Figure 1. Signal wires on met2 (run 1).
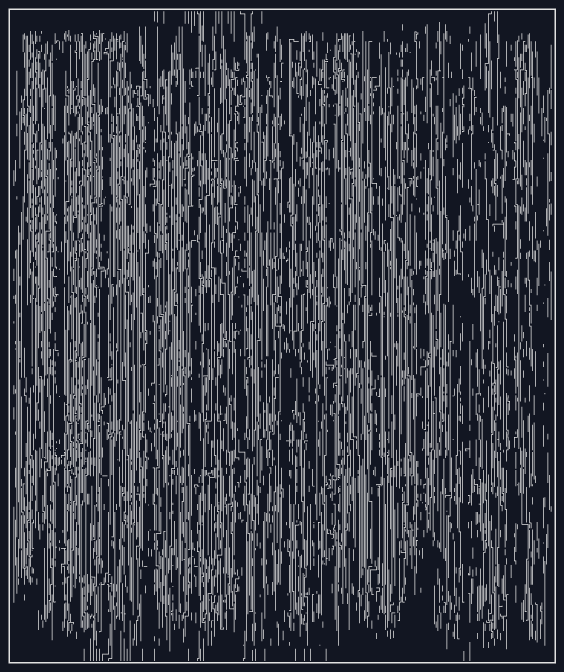
Figure 2. Placement density heat map (run 1).
The die is cut into 16 by 20 equal tiles; white is low, dark blue is high, 0 to 100% covered.
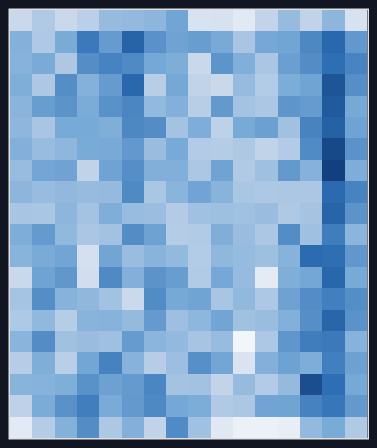
Figure 3. Signal wires by layer (run 1).
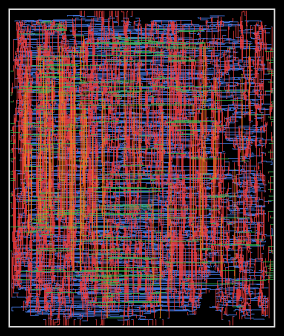
## src/rtl/alu_pkg.sv

```systemverilog
// rtl/alu_pkg.sv - shared alu control codes, default widths and execute-stage occupancy states
package alu_pkg;
  localparam int ALU_OP_W  = 3;
  localparam int ALU_WIDTH = 32;
  localparam int ALU_TAG_W = 5;

  localparam logic [ALU_OP_W-1:0] ALU_OP_ADD = 3'b000;
  localparam logic [ALU_OP_W-1:0] ALU_OP_SUB = 3'b001;
  localparam logic [ALU_OP_W-1:0] ALU_OP_AND = 3'b010;
  localparam logic [ALU_OP_W-1:0] ALU_OP_OR  = 3'b011;
  localparam logic [ALU_OP_W-1:0] ALU_OP_XOR = 3'b100;
  localparam logic [ALU_OP_W-1:0] ALU_OP_NOR = 3'b101;
  localparam logic [ALU_OP_W-1:0] ALU_OP_SLL = 3'b110;
  localparam logic [ALU_OP_W-1:0] ALU_OP_SRL = 3'b111;

  typedef enum logic [1:0] {
    OCC_EMPTY = 2'd0,
    OCC_ONE   = 2'd1,
    OCC_TWO   = 2'd2
  } occ_e;

  // Result bundle is packed MSB-first as {tag, cout, res}.
  function automatic int result_w(input int width, input int tag_w);
    return tag_w + 1 + width;
  endfunction
endpackage

```

## src/rtl/alu.sv

```systemverilog
// rtl/alu.sv - combinational alu; cout is carry for ADD, no-borrow (a >= b) for SUB, 0 otherwise
module alu
  import alu_pkg::*;
#(
  parameter int WIDTH = ALU_WIDTH
) (
  input  logic [WIDTH-1:0]    a,
  input  logic [WIDTH-1:0]    b,
  input  logic [ALU_OP_W-1:0] ctrl,
  output logic [WIDTH-1:0]    dout,
  output logic                cout
);
  localparam int SH_W = $clog2(WIDTH);

  logic [WIDTH:0]    sum;
  logic [WIDTH:0]    diff;
  logic [SH_W-1:0]   shamt;

  assign sum   = {1'b0, a} + {1'b0, b};
  assign diff  = {1'b0, a} + {1'b0, ~b} + {{WIDTH{1'b0}}, 1'b1};
  assign shamt = b[SH_W-1:0];

  always_comb begin
    dout = '0;
    cout = 1'b0;
    case (ctrl)
      ALU_OP_ADD: begin dout = sum[WIDTH-1:0];  cout = sum[WIDTH];  end
      ALU_OP_SUB: begin dout = diff[WIDTH-1:0]; cout = diff[WIDTH]; end
      ALU_OP_AND: dout = a & b;
      ALU_OP_OR:  dout = a | b;
      ALU_OP_XOR: dout = a ^ b;
      ALU_OP_NOR: dout = ~(a | b);
      ALU_OP_SLL: dout = a << shamt;
      ALU_OP_SRL: dout = a >> shamt;
      default:    dout = '0;
    endcase
  end
endmodule

```

## src/rtl/exec_skid_buf.sv

```systemverilog
// rtl/exec_skid_buf.sv - 2-entry register slice (main + skid), fully registered handshakes
module exec_skid_buf
  import alu_pkg::*;
#(
  parameter int W = 8
) (
  input  logic         clk,
  input  logic         rst_n,
  input  logic         in_valid_i,
  output logic         in_ready_o,
  input  logic [W-1:0] in_data_i,
  output logic         out_valid_o,
  input  logic         out_ready_i,
  output logic [W-1:0] out_data_o,
  output logic         busy_o
);
  occ_e         state_q, state_d;
  logic [W-1:0] main_q, skid_q;
  logic         in_ready_q, out_valid_q;
  logic         accept, drain;

  assign accept = in_valid_i & in_ready_q;
  assign drain  = out_valid_q & out_ready_i;

  always_comb begin
    state_d = state_q;
    case (state_q)
      OCC_EMPTY: if (accept) state_d = OCC_ONE;
      OCC_ONE: begin
        if (accept && !drain)      state_d = OCC_TWO;
        else if (!accept && drain) state_d = OCC_EMPTY;
      end
      OCC_TWO:   if (drain) state_d = OCC_ONE;
      default:   state_d = OCC_EMPTY;
    endcase
  end

  // Handshake outputs are registered from next state so out_ready never reaches in_ready combinationally.
  always_ff @(posedge clk or negedge rst_n) begin
    if (!rst_n) begin
      state_q     <= OCC_EMPTY;
      main_q      <= '0;
      skid_q      <= '0;
      in_ready_q  <= 1'b1;
      out_valid_q <= 1'b0;
    end else begin
      state_q     <= state_d;
      in_ready_q  <= (state_d != OCC_TWO);
      out_valid_q <= (state_d != OCC_EMPTY);
      case (state_q)
        OCC_EMPTY: if (accept) main_q <= in_data_i;
        OCC_ONE: begin
          if (accept && drain) main_q <= in_data_i;
          else if (accept)     skid_q <= in_data_i;
        end
        OCC_TWO:   if (drain) main_q <= skid_q;
        default: ;
      endcase
    end
  end

  assign in_ready_o  = in_ready_q;
  assign out_valid_o = out_valid_q;
  assign out_data_o  = main_q;
  // Occupied exactly when main holds a result.
  assign busy_o      = out_valid_q;
endmodule

```

## src/rtl/alu_exec_stage.sv

```systemverilog
// rtl/alu_exec_stage.sv - registered execute stage around alu; ALU_EXEC_FLAGS_EN adds out_zero/out_neg
module alu_exec_stage
  import alu_pkg::*;
#(
  parameter int WIDTH = ALU_WIDTH,
  parameter int TAG_W = ALU_TAG_W,
  parameter int OP_W  = ALU_OP_W
) (
  input  logic             clk,
  input  logic             rst_n,
  input  logic             in_valid,
  output logic             in_ready,
  input  logic [OP_W-1:0]  in_op,
  input  logic [WIDTH-1:0] in_a,
  input  logic [WIDTH-1:0] in_b,
  input  logic [TAG_W-1:0] in_tag,
  output logic             out_valid,
  input  logic             out_ready,
  output logic [WIDTH-1:0] out_res,
  output logic             out_cout,
  output logic [TAG_W-1:0] out_tag,
`ifdef ALU_EXEC_FLAGS_EN
  output logic             out_zero,
  output logic             out_neg,
`endif
  output logic             busy
);
`ifdef ALU_EXEC_FLAGS_EN
  localparam int FLAG_W = 2;
`else
  localparam int FLAG_W = 0;
`endif
  localparam int PAY_W = result_w(WIDTH, TAG_W) + FLAG_W;

  logic [WIDTH-1:0] alu_dout;
  logic             alu_cout;
  logic [PAY_W-1:0] pay_in, pay_out;

  alu #(.WIDTH(WIDTH)) u_alu (
    .a    (in_a),
    .b    (in_b),
    .ctrl (in_op),
    .dout (alu_dout),
    .cout (alu_cout)
  );

`ifdef ALU_EXEC_FLAGS_EN
  assign pay_in = {(alu_dout == '0), alu_dout[WIDTH-1], in_tag, alu_cout, alu_dout};
  assign {out_zero, out_neg, out_tag, out_cout, out_res} = pay_out;
`else
  assign pay_in = {in_tag, alu_cout, alu_dout};
  assign {out_tag, out_cout, out_res} = pay_out;
`endif

  exec_skid_buf #(.W(PAY_W)) u_slice (
    .clk         (clk),
    .rst_n       (rst_n),
    .in_valid_i  (in_valid),
    .in_ready_o  (in_ready),
    .in_data_i   (pay_in),
    .out_valid_o (out_valid),
    .out_ready_i (out_ready),
    .out_data_o  (pay_out),
    .busy_o      (busy)
  );
endmodule
```

## config.mk

```make
export PLATFORM = sky130hd
export DESIGN_NAME = alu_exec_stage
export DESIGN_NICKNAME = d
export VERILOG_FILES = /design/src/rtl/alu_pkg.sv /design/src/rtl/alu.sv /design/src/rtl/exec_skid_buf.sv /design/src/rtl/alu_exec_stage.sv
export SDC_FILE = /design/constraint.sdc
export NUM_CORES = 1
export LEC_CHECK = 0
export ABC_AREA = 1
export CAP_MARGIN = 30
export CORE_ASPECT_RATIO = 1.2
export CORE_UTILIZATION = 43
export CTS_BUF_LIST = sky130_fd_sc_hd__clkbuf_16
export DETAILED_ROUTE_END_ITERATION = 12
export PLACE_DENSITY = 0.64
export SLEW_MARGIN = 20
export SYNTH_ARGS = -nofsm -noshare
export SYNTH_HDL_FRONTEND = slang
export SYNTH_SLANG_ARGS = --single-unit
```

## constraint.sdc

```tcl
create_clock -name clk -period 3.7 [get_ports clk]
set_input_delay 0.555 -clock clk [delete_from_list [all_inputs] [get_ports clk]]
set_output_delay 0.555 -clock clk [all_outputs]
set_load 0.05 [all_outputs]
```

==> commit_impl_results.txt, run 1 <==
Record implementation results from latest flow run

- The initial antenna violation count came to 0.
- The flow reports that the clock network draws around an eighth of the design power.
* Post-synth regs: about 80
- Multiplexer fraction of the synthesized cell area: 0%
* Synth unique cells: 44
* Max power group: combinational cells
- Setup slack on the critical path of the routed design comes to between 300 and 400 ps.
- Logic share of the area: between 60% and 70%
- TritonCTS built the clock tree.
- CTS root buffer: sky130_fd_sc_hd__clkbuf_16
- The worst path uses 89.7% of the clock period.
- Clock input transition at the sequential cells of the worst setup and hold paths: ~60 ps
- Yosys shows that the main logic family after synthesis is simple AND/OR/NAND/NOR gates.
* Count of final setup violators: 0
- DR WL met3: 3.93 mm
- Final TNS setup: 0 ps
* Depth of the most critical reg-to-reg path: 10
- The largest cell class by area is combinational gates.
* Yosys warnings: 0
- In the per-layer breakdown of the detailed-route log, met1 shows about 26 mm.
- Sequential cells make up between 10% and 20% of the cell area.
* Placed wire-length estimate: approximately 50 mm
- Across the placement rows, the number of tap cells is 396.
- Net switching component of the power: around 0.0032 W
* Total inserted antenna cells: 0
- Most common logic cells in the final layout: 840 x sky130_fd_sc_hd__nand2_1, 434 x sky130_fd_sc_hd__nand3_1, 336 x sky130_fd_sc_hd__inv_1
- The clock passes through at most 2 buffers.
- The main area contributors are sky130_fd_sc_hd__nand2_1 23%, sky130_fd_sc_hd__nand3_1 16%, sky130_fd_sc_hd__dfrtp_1 15%.
* Global Route met1 Usage: about 50%
- The flow ran to the end, and the final reports show no timing, DRC or antenna violations.
- Syn Std Cell Area: roughly 13000 um^2
* Number of buffers added by the clock tree synthesis step: 9
* Count of standard-cell rows: around 70
* Die outline area: around 32000 um^2
* Element type at the critical path end: register
- The die is 196 um tall.
- Slew Limit Fails: 0
- For reference, the final report shows the hold violation count at 0.
* Fraction of area in non-clock buffers: about 12%
* Postcts setup bufs: 0
- The critical path in this run is classified as input port to register.
* Worst slack, placed: 114 ps
* Ys cells: between 2k and 3k
* Cell Area, Placed: around 15000 um^2
* F_max: ~300 MHz
* Maximum clock skew at final layout: approximately 9.7 ps
- Global route summary, busiest routing layer listed as met2.
- Total tool warning count: between 90 and 100
* Tightest slew margin relative to the limit: about 46%
- Total power for the finished layout comes to about 0.0062 W.
* Number of nets in the layout: 2766
- The largest total area in the synthesized netlist belongs to sky130_fd_sc_hd__nand2_1.
- Via count of the first global-routing pass: 15.9k
- Total of max-cap violations: 0
* Synthesized-area fraction occupied by xor and xnor cells: less than 1%
- Gate count of the mapped netlist: approximately 2.5k
* Sw Ratio: a little over half
- The cell-mix breakdown from Yosys lists the simple-gate area share as between 50% and 60%.
- approximately 120 I/O pins were placed.
* Min cycle time layout: approximately 3300 ps
- After its last routability iteration, the placer logged a weighted congestion of between 1 and 1.5.
- Summed over all sequential cells, the power is ~0.0015 W.
* Logic Gate Count: between 1.5k and 2k
* Met3 Resource Use GR: approximately 2.8%
- Per the CTS log, the maximum H-tree level is 3.
* Compound Share, Synth: under 10%
- The share of total power dissipated in sequential elements is between 20% and 30%.
- Dominant register cell in the synthesized netlist: sky130_fd_sc_hd__dfrtp_1
* DR iter-0 viols: approximately 1.8k
- The worst hold path belongs to the class input port to async pin.
* Synthesized net count: around 2.7k
* Number of nets with antenna violations after routing: 0
* Largest net degree at the start of global routing: 71
- For this design, the sink count on the clock tree is ~80.
- Area figure in the yosys stat output: between 10000 and 15000 um^2
- Per the placement report, the placed cell count is a little under 3k.
- Area taken by flip-flops and latches: approximately 2000 um^2
- The synthesized netlist devotes under 10% of its cell area to adder and majority cells.
* Total of buffers placed on input and output ports: 116
- The highest layer touched by signal routing is met4.
- Summed over its instances, the top area cell type makes up around a quarter of the synthesized netlist area.
- The routed design shows a via density per instance of between 5 and 6.
- Clock latency on the worst-skew pair: between 300 and 400 ps
* Proportion of synthesized flip-flops having asynchronous set or reset: 100%
- Fraction of layout instances using a drive strength above 1: under 10%
* Number of inverters outside the clock class in the layout: roughly 350
- Number of buffers added to fix hold violations after cts: 0
- Power attributed to the clock group is around 0.0008 W.
- According to the report, the first pass of detailed routing completed in 6 iterations.
* Drt drc: 0
- Relative contribution of combinational cells to total power: between 60% and 70%
* Kind of start point of the critical path: input port
- Fin area: roughly 15000 um^2
- Among all cell types in the netlist, the one instantiated most often is sky130_fd_sc_hd__nand2_1.
* Total power divided by cell area: roughly 400 nW/um^2
* End point of the critical path: u_slice.out_data_o[19]
* Most frequent cells after synthesis: 841 x sky130_fd_sc_hd__nand2_1, 434 x sky130_fd_sc_hd__nand3_1, 335 x sky130_fd_sc_hd__inv_1, 230 x sky130_fd_sc_hd__nor2_1, 97 x sky130_fd_sc_hd__ha_1
- Routed wl met2: around 28 mm
* Slew @ Worst Pin: 807 ps
- The leakage component of the power was reported as 8.41 nW.
* First-pass GRT wire length: 91.4 mm
* Crit path DRT: around 3900 ps
- Multi-input combinational cell area: ~9500 um^2
- Per the timing report, the most critical flop-to-flop path originates at u_slice.state_q[1].
* Critical path arrival: between 3000 and 4000 ps
- Layout sequential cell count: about 80
- Tracing the worst setup path back leads to its startpoint at in_b[18].
- After filler insertion, the fill cell instance count of the layout stands at about 3.4k.
- Count of flip-flops with a built-in enable after synthesis: 0
- The most common logic cell in the final layout is sky130_fd_sc_hd__nand2_1.
- Count of non-filler cells in the finished layout: 2992
- Internal power summed over all cells: about 0.0030 W
* Leftover overflow at the end of global routing: 0
* Portion of the post-synthesis area used by sequential elements: approximately 15%
* Layout overhead on the synthesized area: 14.6%
- Final hold analysis gives a worst-case slack of 235 ps.
- In this run the horizontal extent of the chip is about 160 um.
* Syn Area/Cell: about 5.4 um^2
- Counting the clock-network buffers in the layout gives 9.
- Clk cell area share: about 1.8%
* Number of buffers outside the clock class in the layout: a little under 200
- The capture point of the worst register-to-register path is recorded as u_slice.out_data_o[25].
* Worst-path fanout max: 5
- The worst-case IR drop observed on VDD is approximately 0.00064 V.
* PostCTS Resize Cnt: 0
- Combinational gate power: ~0.0039 W
- The worst-case reg-to-reg setup slack stands at about 1700 ps.
- Setup repair after global routing left no endpoint under its margin.
## Picture notes: Figure 1
2169 nets have wire on it. The wires run mostly vertical. The layer holds 46% of the routed length. The layer carries 27.9 mm of wire.
via total after detailed routing: 16.8k
met2 layer usage reported by global route: 62.9%
total wire length: 60.6 mm

## Picture notes: Figure 2
The mean over all tiles is 47%. 4.4% of the tiles are over 75% full. The fullest tile reaches 94%.
core area: 30700 um^2
FP Util: 44.0%
end-of-flow core utilization: 50.4%

## Picture notes: Figure 3
Orange is met4, wire length 3290 um. Green is met3, wire length 3930 um. Blue is met1, wire length 25.5 mm. Red is met2, wire length 27.9 mm.
average routed wire per standard cell: 20.3 um
total routing usage reported by global routing: 38.0%

## run 1: critical path, stage by stage
cell and delay [ps]:
sky130_fd_sc_hd__clkdlybuf4s50_1 550, sky130_fd_sc_hd__inv_1 90, sky130_fd_sc_hd__ha_1 380, sky130_fd_sc_hd__buf_4 180, sky130_fd_sc_hd__nand2_1 120, sky130_fd_sc_hd__nor2_1 220, sky130_fd_sc_hd__inv_1 130, sky130_fd_sc_hd__nor2_1 330
sky130_fd_sc_hd__nand4_1 300, sky130_fd_sc_hd__nand3_1 180, sky130_fd_sc_hd__nand2_1 60, sky130_fd_sc_hd__nand3_1 60, sky130_fd_sc_hd__nand3_1 170, sky130_fd_sc_hd__o21ai_1 170, sky130_fd_sc_hd__nand2_1 60
==> inputs of run 2 (changes only) <==
--- a/config.mk
+++ b/config.mk
@@ -6,8 +6,9 @@
 export NUM_CORES = 1
 export LEC_CHECK = 0
 export ABC_AREA = 1
-export CAP_MARGIN = 30
+export CAP_MARGIN = 20
 export CORE_ASPECT_RATIO = 1.2
+export CORE_MARGIN = 4
 export CORE_UTILIZATION = 43
 export CTS_BUF_LIST = sky130_fd_sc_hd__clkbuf_16
 export DETAILED_ROUTE_END_ITERATION = 12
==> constraint.sdc (replaced) <==
create_clock -name clk -period 4 [get_ports clk]
set_input_delay 0.6 -clock clk [delete_from_list [all_inputs] [get_ports clk]]
set_output_delay 0.6 -clock clk [all_outputs]
set_load 0.05 [all_outputs]
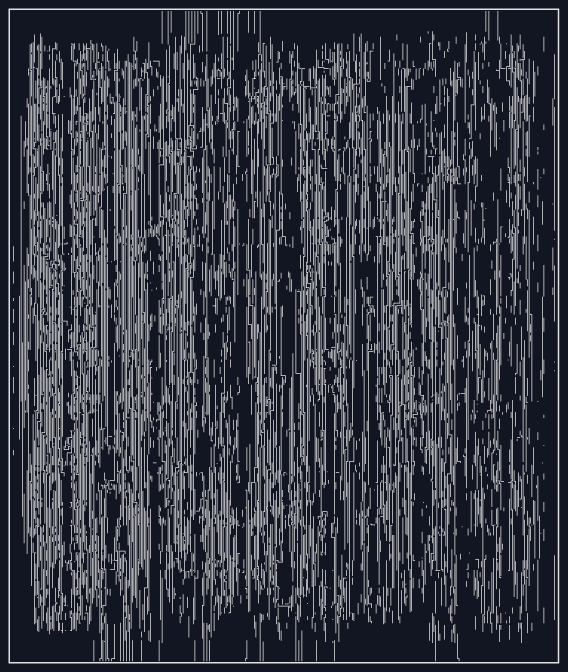
Figure 4: run 2, signal wires on met2.
The layer holds 46% of the routed length. The wires run mostly vertical. The layer carries 28.5 mm of wire. The longest straight run is 96.9 um. 2151 nets have wire on it.
via total after detailed routing: 16.9k
met2 layer usage reported by global route: 57.8%
total wire length: 61.7 mm

==> commit_impl_results.txt, run 2 <==
Record implementation results from latest flow run

* Status: finished clean
- Clock tree from TritonCTS: yes
- In the final layout, non-clock buffers account for a little over 10% of the cell area.
- Top cell category: combinational gates
* Number of placed I/O pins: 117
* Synthesized-area fraction occupied by xor and xnor cells: 0.845%
* Logic Gate Count: ~2.0k
- For this run the top cell type by instance count after synthesis was sky130_fd_sc_hd__nand2_1.
* Area share, top type: around a quarter
- The synthesized netlist handed to floorplanning was reported with a cell count of approximately 2.5k.
- The launch point of the worst register-to-register path is recorded as u_slice.in_ready_o.
* Hold slack: slightly below 300 ps
- The script computed the net switching share of total power as 52.1%.
- According to the report, the first pass of detailed routing completed in 8 iterations.
* Yosys warnings: 0
* Fraction of layout instances using a drive strength above 1: roughly 3.7%
- Slew Limit Fails: 0
- In the final run the clock tree shows a worst skew of around 7.0 ps.
- Multi-input combinational cell area: 9510 um^2
* Worst Path Class, Setup: input port to register
* Number of buffers added to fix hold violations after cts: 0
- Total sequential power: about 0.0014 W
- The stage logs contain a warning count of between 90 and 100.
- Proportion of synthesized flip-flops having asynchronous set or reset: 100%
- Average routed wire per standard cell: roughly 21 um
- Tap Cells: 396
- The netlist uses 44 different library cells.
* Largest net degree at the start of global routing: between 80 and 90
- The timing report gives the worst reg2reg path a setup slack of between 1500 and 2000 ps.
- Peak ir drop on the vdd network: around 0.00066 V
* Total inserted antenna cells: 1
* Multiplexer fraction of the synthesized cell area: 0%
* Total of max-cap violations: 0
- Clock buffers in the final layout number 9.
- Worst-path fanout max: 8
- Placed wire-length estimate: just over 50 mm
- The arrival time of data at the worst endpoint is listed as about 3500 ps.
* Number of gates on the worst path with buffers counted: 14
- Most common logic cell in the routed design: sky130_fd_sc_hd__nand2_1
- RR Endpoint: u_slice.skid_q[10]
* Drt drc: 0
- Layout overhead on the synthesized area: 12.4%
- Sink Count: roughly 80
- Compound Share, Synth: a little under a tenth
- Via-to-Cell Ratio: about 5.7
- Clock network power consumption: 0.000829 W
* Ys cells: 2502
- Post-synth regs: about 80
- Per the CTS log, the root buffer master is sky130_fd_sc_hd__clkbuf_16.
- In the post-synthesis netlist, the biggest area contributors are sky130_fd_sc_hd__nand2_1 23%, sky130_fd_sc_hd__nand3_1 16%, sky130_fd_sc_hd__dfrtp_1 15%.
* Min cycle time layout: 3250 ps
* Syn Area/Cell: between 5 and 6 um^2
- The number of nets handed over by synthesis was around 2.7k.
* Internal power summed over all cells: between 0.002 and 0.003 W
- Syn Std Cell Area: approximately 13000 um^2
* Antenna violations before repair: 0
* Area taken by flip-flops and latches: between 2000 and 2500 um^2
- The longest clock path from root to sink contains 2 buffers.
* Launching element of the worst setup path: in_a[9]
* First-pass GRT wire length: ~90 mm
* Leftover overflow at the end of global routing: 0
- Among the stages of the critical path, the cell type that occurs most often is sky130_fd_sc_hd__nand2_1.
- The number of gates resized after CTS was 0.
- The net switching power in the latest report is about 0.003 W.
- The clock H-tree reported by CTS has 3 levels.
- Cell chain of the critical path: clkdlybuf4s50_1 -> inv_1 -> ha_1 -> nand2_1 -> inv_1 -> nand2_1 -> nor2_1 -> nand4_1 -> nand3_1 -> nand2_1 -> nand3_1 -> nand3_1 -> o21ai_1 -> nand2_1
- Number of buffers outside the clock class in the layout: ~160
- Kind of cell adding the most delay to the critical path: simple AND/OR/NAND/NOR gates
- F_max: about 310 MHz
- Count of standard-cell rows: ~70
* Slew @ Worst Pin: about 910 ps
- Via count of the first global-routing pass: between 15k and 20k
* Most common logic cells in the final layout: 840 x sky130_fd_sc_hd__nand2_1, 434 x sky130_fd_sc_hd__nand3_1, 336 x sky130_fd_sc_hd__inv_1
* Relative contribution of combinational cells to total power: around three fifths
- Counting flops with a built-in enable in the synthesized netlist gives 0.
- Logic share of the area: between 60 and 70%
- According to the timing report, the critical path is captured at u_slice.out_data_o[17].
* Final TNS setup: 0 ps
- Counting cells, the worst reg-to-reg path comes to 7.
- Number of nets with antenna violations after routing: 0
* Portion of the post-synthesis area used by sequential elements: roughly 15%
- Summed over all combinational cells, the power is approximately 0.0036 W.
- Total of fill cells in the finished design: between 3k and 4k
- Clock latency on the worst-skew pair: 340 ps
- The overall die size recorded for this design is between 30000 and 40000 um^2.
- Looking at the cell usage after synthesis, the top flip-flop cell is sky130_fd_sc_hd__dfrtp_1.
* Area share of and/or/nand/nor cells after synthesis: ~51%
- CTS added clock buffers totalling 9.
- Clock cells make up 1.96% of the layout cell area.
* Layout sequential cell count: around 80
* Clock input transition at the sequential cells of the worst setup and hold paths: around 60 ps
* Count of non-filler cells in the finished layout: between 2k and 3k
- The die is between 150 and 200 um wide.
- Grouping non-sequential cells by family puts the most area in simple AND/OR/NAND/NOR gates.
* Unrepaired setup endpoints after global routing: false
- In the final layout, flip-flops and latches take up around an eighth of the cell area.
* Max power group: combinational cells
* Slowest Stage Delay on Critical Path: 610 ps
- Final critical-path share of the clock period: a little over 80%
* Total routing usage reported by global routing: around a third
* Die extent in y: 202 um
- The congestion estimate from routability-driven global placement came to 1.08.
- Reported leakage power: 8.23 nW
- Part of the power in registers: a little under a quarter
* Crit path DRT: roughly 4200 ps
- The detailed router finished its first iteration with approximately 1.5k violations.
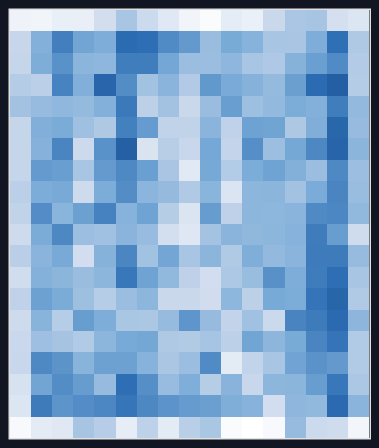
Figure 5: run 2, placement density heat map.
The die is cut into 17 by 20 equal tiles; white is low, dark blue is high, 0 to 100% covered.
The mean over all tiles is 43%. The densest ninth of the die: east. The fullest tile reaches 81%. 3.2% of the tiles are over 75% full. 0.30% of the tiles are nearly empty.
end-of-flow core utilization: 49.3%
core area: 30700 um^2
FP Util: 43.9%

[run 2: through the flow]
step | worst slack (ps) | total power [W] | cell area [um^2]
5_1_grt | 538 | 0.00618 | 15200
3_5_place_dp | 437 | 0.00491 | 14900
6_report | 747 | 0.00577 | 15200
3_3_place_gp | 398 | 0.00486 | 14900
2_1_floorplan | 1250 | 0.00373 | 13500
4_1_cts | 797 | 0.00576 | 15100
[run 2: routing by layer]
layer  GRT usage, %  part of all wire (%)  routed length, um  up-vias
met5              0                     0                  0        -
met2           57.8                    46              28500      831
met3           3.58                   7.0               4330      166
li1               -                     -                  -     8084
met1           44.9                    41              25400     7841
met4           17.2                   5.6               3480        0
==> inputs of run 3 (changes only) <==
--- a/config.mk
+++ b/config.mk
@@ -12,7 +12,7 @@
 export CORE_UTILIZATION = 43
 export CTS_BUF_LIST = sky130_fd_sc_hd__clkbuf_16
 export DETAILED_ROUTE_END_ITERATION = 12
-export PLACE_DENSITY = 0.64
+export PLACE_DENSITY = 0.67
 export SLEW_MARGIN = 20
 export SYNTH_ARGS = -nofsm -noshare
 export SYNTH_HDL_FRONTEND = slang
==> constraint.sdc (replaced) <==
create_clock -name clk -period 2.6 [get_ports clk]
set_input_delay 0.39 -clock clk [delete_from_list [all_inputs] [get_ports clk]]
set_output_delay 0.39 -clock clk [all_outputs]
set_load 0.05 [all_outputs]
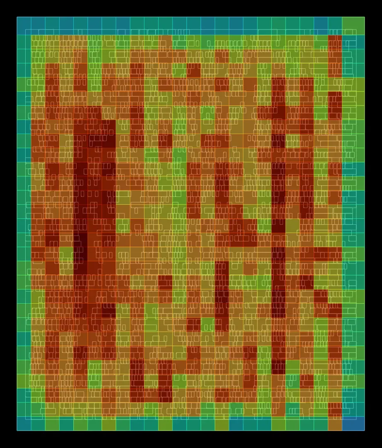
Figure 6: run 3, routing congestion map.
Global Route met1 Usage: 46.8%
end-of-flow core utilization: 59.8%
met2 layer usage reported by global route: 60.8%
met3 Resource Use GR: 3.60%
total routing usage reported by global routing: 36.2%

==> commit_impl_results.txt, run 3 <==
Record implementation results from latest flow run

* Number of buffers added to fix hold violations after cts: 0
- Launching element of the worst setup path: in_a[9]
- Number of placed I/O pins: approximately 120
* Proportion of synthesized flip-flops having asynchronous set or reset: 100%
* Hold slack: 67.2 ps
- Layer carrying the most global-route usage: met2
- First-pass GRT wire length: a little under 100 mm
- The layout report lists the combined flip-flop and latch area as approximately 2000 um^2.
* Number of nets with antenna violations after routing: 0
- Adder and majority cell fraction of the synthesized area: roughly 9.3%
- After synthesis the cells add up to ~13000 um^2.
- Yosys reported a register bit count of around 80.
- The layout has 9 clock buffers.
- Number of gates on the worst path with buffers counted: 16
* Area share of and/or/nand/nor cells after synthesis: between 50% and 60%
- Cells taking the most area after synthesis: sky130_fd_sc_hd__nand2_1 23%, sky130_fd_sc_hd__nand3_1 16%, sky130_fd_sc_hd__dfrtp_1 15%
* Largest net degree at the start of global routing: just over 80
- Max-cap violations in this run came to 0.
* Clk cell area share: under 10%
- In the final layout, excluding clock buffers the buffer count is between 400 and 500.
- Count of flip-flops with a built-in enable after synthesis: 0
* Most common logic cell in the routed design: sky130_fd_sc_hd__nand2_1
* Tightest slew margin relative to the limit: a little over half
- Count of non-filler cells in the finished layout: about 3.3k
- Most common logic cells in the final layout: 822 x sky130_fd_sc_hd__nand2_1, 416 x sky130_fd_sc_hd__nand3_1, 363 x sky130_fd_sc_hd__buf_4
- Across the routed clock network, the largest skew measured is 6.74 ps.
* Leftover overflow at the end of global routing: 0
- The leakage component of the power was reported as about 10 nW.
- The end-of-flow timing check tallies setup violations at 0.
- Using the TritonRoute via totals, the vias-per-cell ratio works out to between 5 and 6.
- For reference, the clock transition at the flip-flops on the worst setup and hold paths is around 60 ps.
- The placement report lists the number of port buffers as 116.
- Total inserted antenna cells: 0
- Sink Count: approximately 80
- Of the total synthesized cell area, the portion taken by AND-OR and OR-AND cells is a little under a tenth.
- The via count of the first global-routing pass was 16.9k.
* Die extent in y: 202 um
- Compared with the post-synthesis result, the final layout area differs by 36.4%.
- Top cell type by instance count after synthesis: sky130_fd_sc_hd__nand2_1
- Logged for this run, the post-placement worst setup slack is -641 ps.
- In this run the worst hold path is classified as input port to async pin.
- Hold-check failures listed in the final report amount to 0.
- The number of different library cells used by synthesis comes to ~44.
* Status: finished clean
- The synthesized design spends more area on one cell type than any other, namely sky130_fd_sc_hd__nand2_1.
- Per the power-grid run, VDD falls by no more than around 0.00096 V.
* Number of nets in the layout: 3058
- Post-synth the commonest register cell is sky130_fd_sc_hd__dfrtp_1.
* Critical path arrival: 2760 ps
* Cell Area, Placed: about 17000 um^2
- Warnings raised by the tools during the run amount to approximately 92.
* Placed wire-length estimate: roughly 54 mm
- Among the non-sequential cells, simple AND/OR/NAND/NOR gates take the most area.
* Cell chain of the critical path: clkdlybuf4s50_1 -> inv_1 -> ha_4 -> buf_4 -> nand2_2 -> inv_1 -> nand2_1 -> nand2_1 -> inv_1 -> nand3_2 -> nand2_1 -> nand4_1 -> nand3_1 -> nand4_1 -> nand2_1 -> nand2_1
- FP Util: a little over two fifths
* Fraction of standard cell area that is sequential: between 10% and 20%
- Sequential cells placed in the final layout were counted as around 80.
- In this run the critical register-to-register path is launched from u_slice.in_ready_o.
- The commonest cells after synthesis are 841 x sky130_fd_sc_hd__nand2_1, 434 x sky130_fd_sc_hd__nand3_1, 335 x sky130_fd_sc_hd__inv_1, 230 x sky130_fd_sc_hd__nor2_1, 97 x sky130_fd_sc_hd__ha_1.
* Clock tree from TritonCTS: yes
- Clock latency on the worst-skew pair: ~330 ps
- The critical path in the final layout is reported with a setup slack of roughly 62 ps.
* Multiplexer fraction of the synthesized cell area: 0%
- Depth of the most critical reg-to-reg path: 7
- The pin closest to its max-slew limit shows a slew of slightly below 700 ps.
- Min cycle time layout: ~2500 ps
- Multi-input combinational cell area: approximately 10000 um^2
* Area share, top type: between 20% and 30%
- For this sky-water flow run, the detailed-routed wirelength per cell is reported as 19.8 um.
- In this run the deepest clock path goes through 2 buffers.
* Worst Path Class, Setup: input port to register
* Area figure in the yosys stat output: about 13000 um^2
- Tap insertion was completed with 396 tapcells.
* Logic Gate Count: between 1.5k and 2k
* Register-to-Register Setup Slack: between 800 and 900 ps
- Among the stages of the critical path, the cell type that occurs most often is sky130_fd_sc_hd__nand2_1.
* Slowest Stage Delay on Critical Path: around 530 ps
- Total number of H-tree levels: 3
- Counting every net in the synthesized netlist gives 2677.
- The final report gives the standard cell area, fillers excluded, as around 18000 um^2.
- After layout, the worst path uses around 100% of the clock period.
- Portion of the post-synthesis area used by sequential elements: roughly 15%
- Routability Congestion: between 1 and 1.5
* Fraction of layout instances using a drive strength above 1: between 10% and 20%
- Counting the fill cells in the layout gives between 3k and 4k.
* End point of the critical path: u_slice.out_data_o[26]
* Unrepaired setup endpoints after global routing: true
* Fraction of area in non-clock buffers: approximately 23%
* Core area: just over 30000 um^2
- Gate count of the mapped netlist: 2502
* Number of iterations in the first detailed-routing pass: 6
* Slew Limit Fails: 0
- Number of inverters outside the clock class in the layout: approximately 350
- CTS added clock buffers totalling 9.
- Ranked by total area, the top cell class in this layout is combinational gates.
- The DRC violation total left in the routed layout is recorded as 0.
- CTS root buffer: sky130_fd_sc_hd__clkbuf_16
- Per STA, the worst path accumulates the most delay in the family simple AND/OR/NAND/NOR gates.
- Kind of start point of the critical path: input port
- The die covers approximately 34000 um^2.
- The worst setup path is captured at a register.
- Once iteration 0 of detailed routing completed, the report listed 1972 DRC markers.
- Syn Area/Cell: about 5.4 um^2
- RR Endpoint: u_slice.out_data_o[14]
* Synthesized-area fraction occupied by xor and xnor cells: less than 1%
- Critical path buffers and inverters: 5
- At the worst endpoint, the required time is ~2800 ps.
- Postcts setup bufs: 0
- Number of placed instances, taps included: 3267
- Once the clock tree was built, the resizer swapped 29 gates to a different size.
- Power spread over the standard cell area amounts to just over 500 nW/um^2.
- F_max: approximately 390 MHz
- In the final layout, multi-input gates take up a little under three fifths of the cell area.
* Antenna violations before repair: 1
- After synthesis, the design contains ~2.5k cells according to Yosys.
- Looking at the critical path, the single cell with the biggest stage delay is sky130_fd_sc_hd__clkdlybuf4s50_1.
- The synthesis report lists the Yosys warning total as 0.
- Worst-path fanout max: 6
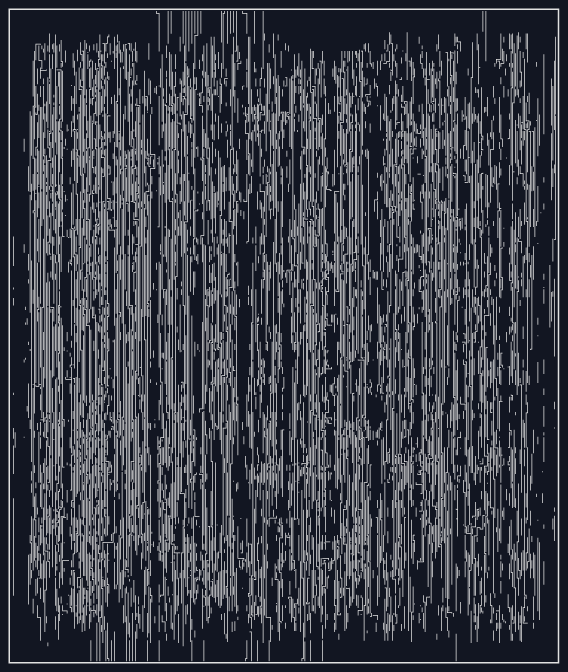
Figure 7: run 3, signal wires on met2.
The longest straight run is 71.1 um. The layer carries 30.3 mm of wire. 2455 nets have wire on it. The layer holds 47% of the routed length. The wires run mostly vertical.
via total after detailed routing: 18.1k
total wire length: 64.9 mm

-- run 3: cell counts after synthesis --
Identical to the previous run, type by type.
-- run 3: layer usage --
metal	up-vias	share of wire (%)
met5	-	0
met4	0	5.3
met3	161	7.5
met2	887	47
met1	8328	41
li1	8725	-
-- run 3: per-stage QoR --
step	total power [W]	TNS, ps
6_report	0.00952	0
5_1_grt	0.0101	-388
4_1_cts	0.00931	0
3_5_place_dp	0.00814	-22080
3_3_place_gp	0.00805	-21370
2_1_floorplan	0.00574	0
-- run 3: power breakdown --
part / internal, W / switching, W
Clock: 0.000629 / 0.000484
Sequential: 0.00182 / 0.000305
Combinational: 0.00224 / 0.00403
Total: 0.00470 / 0.00482
Power and IR drop assume default switching activity.
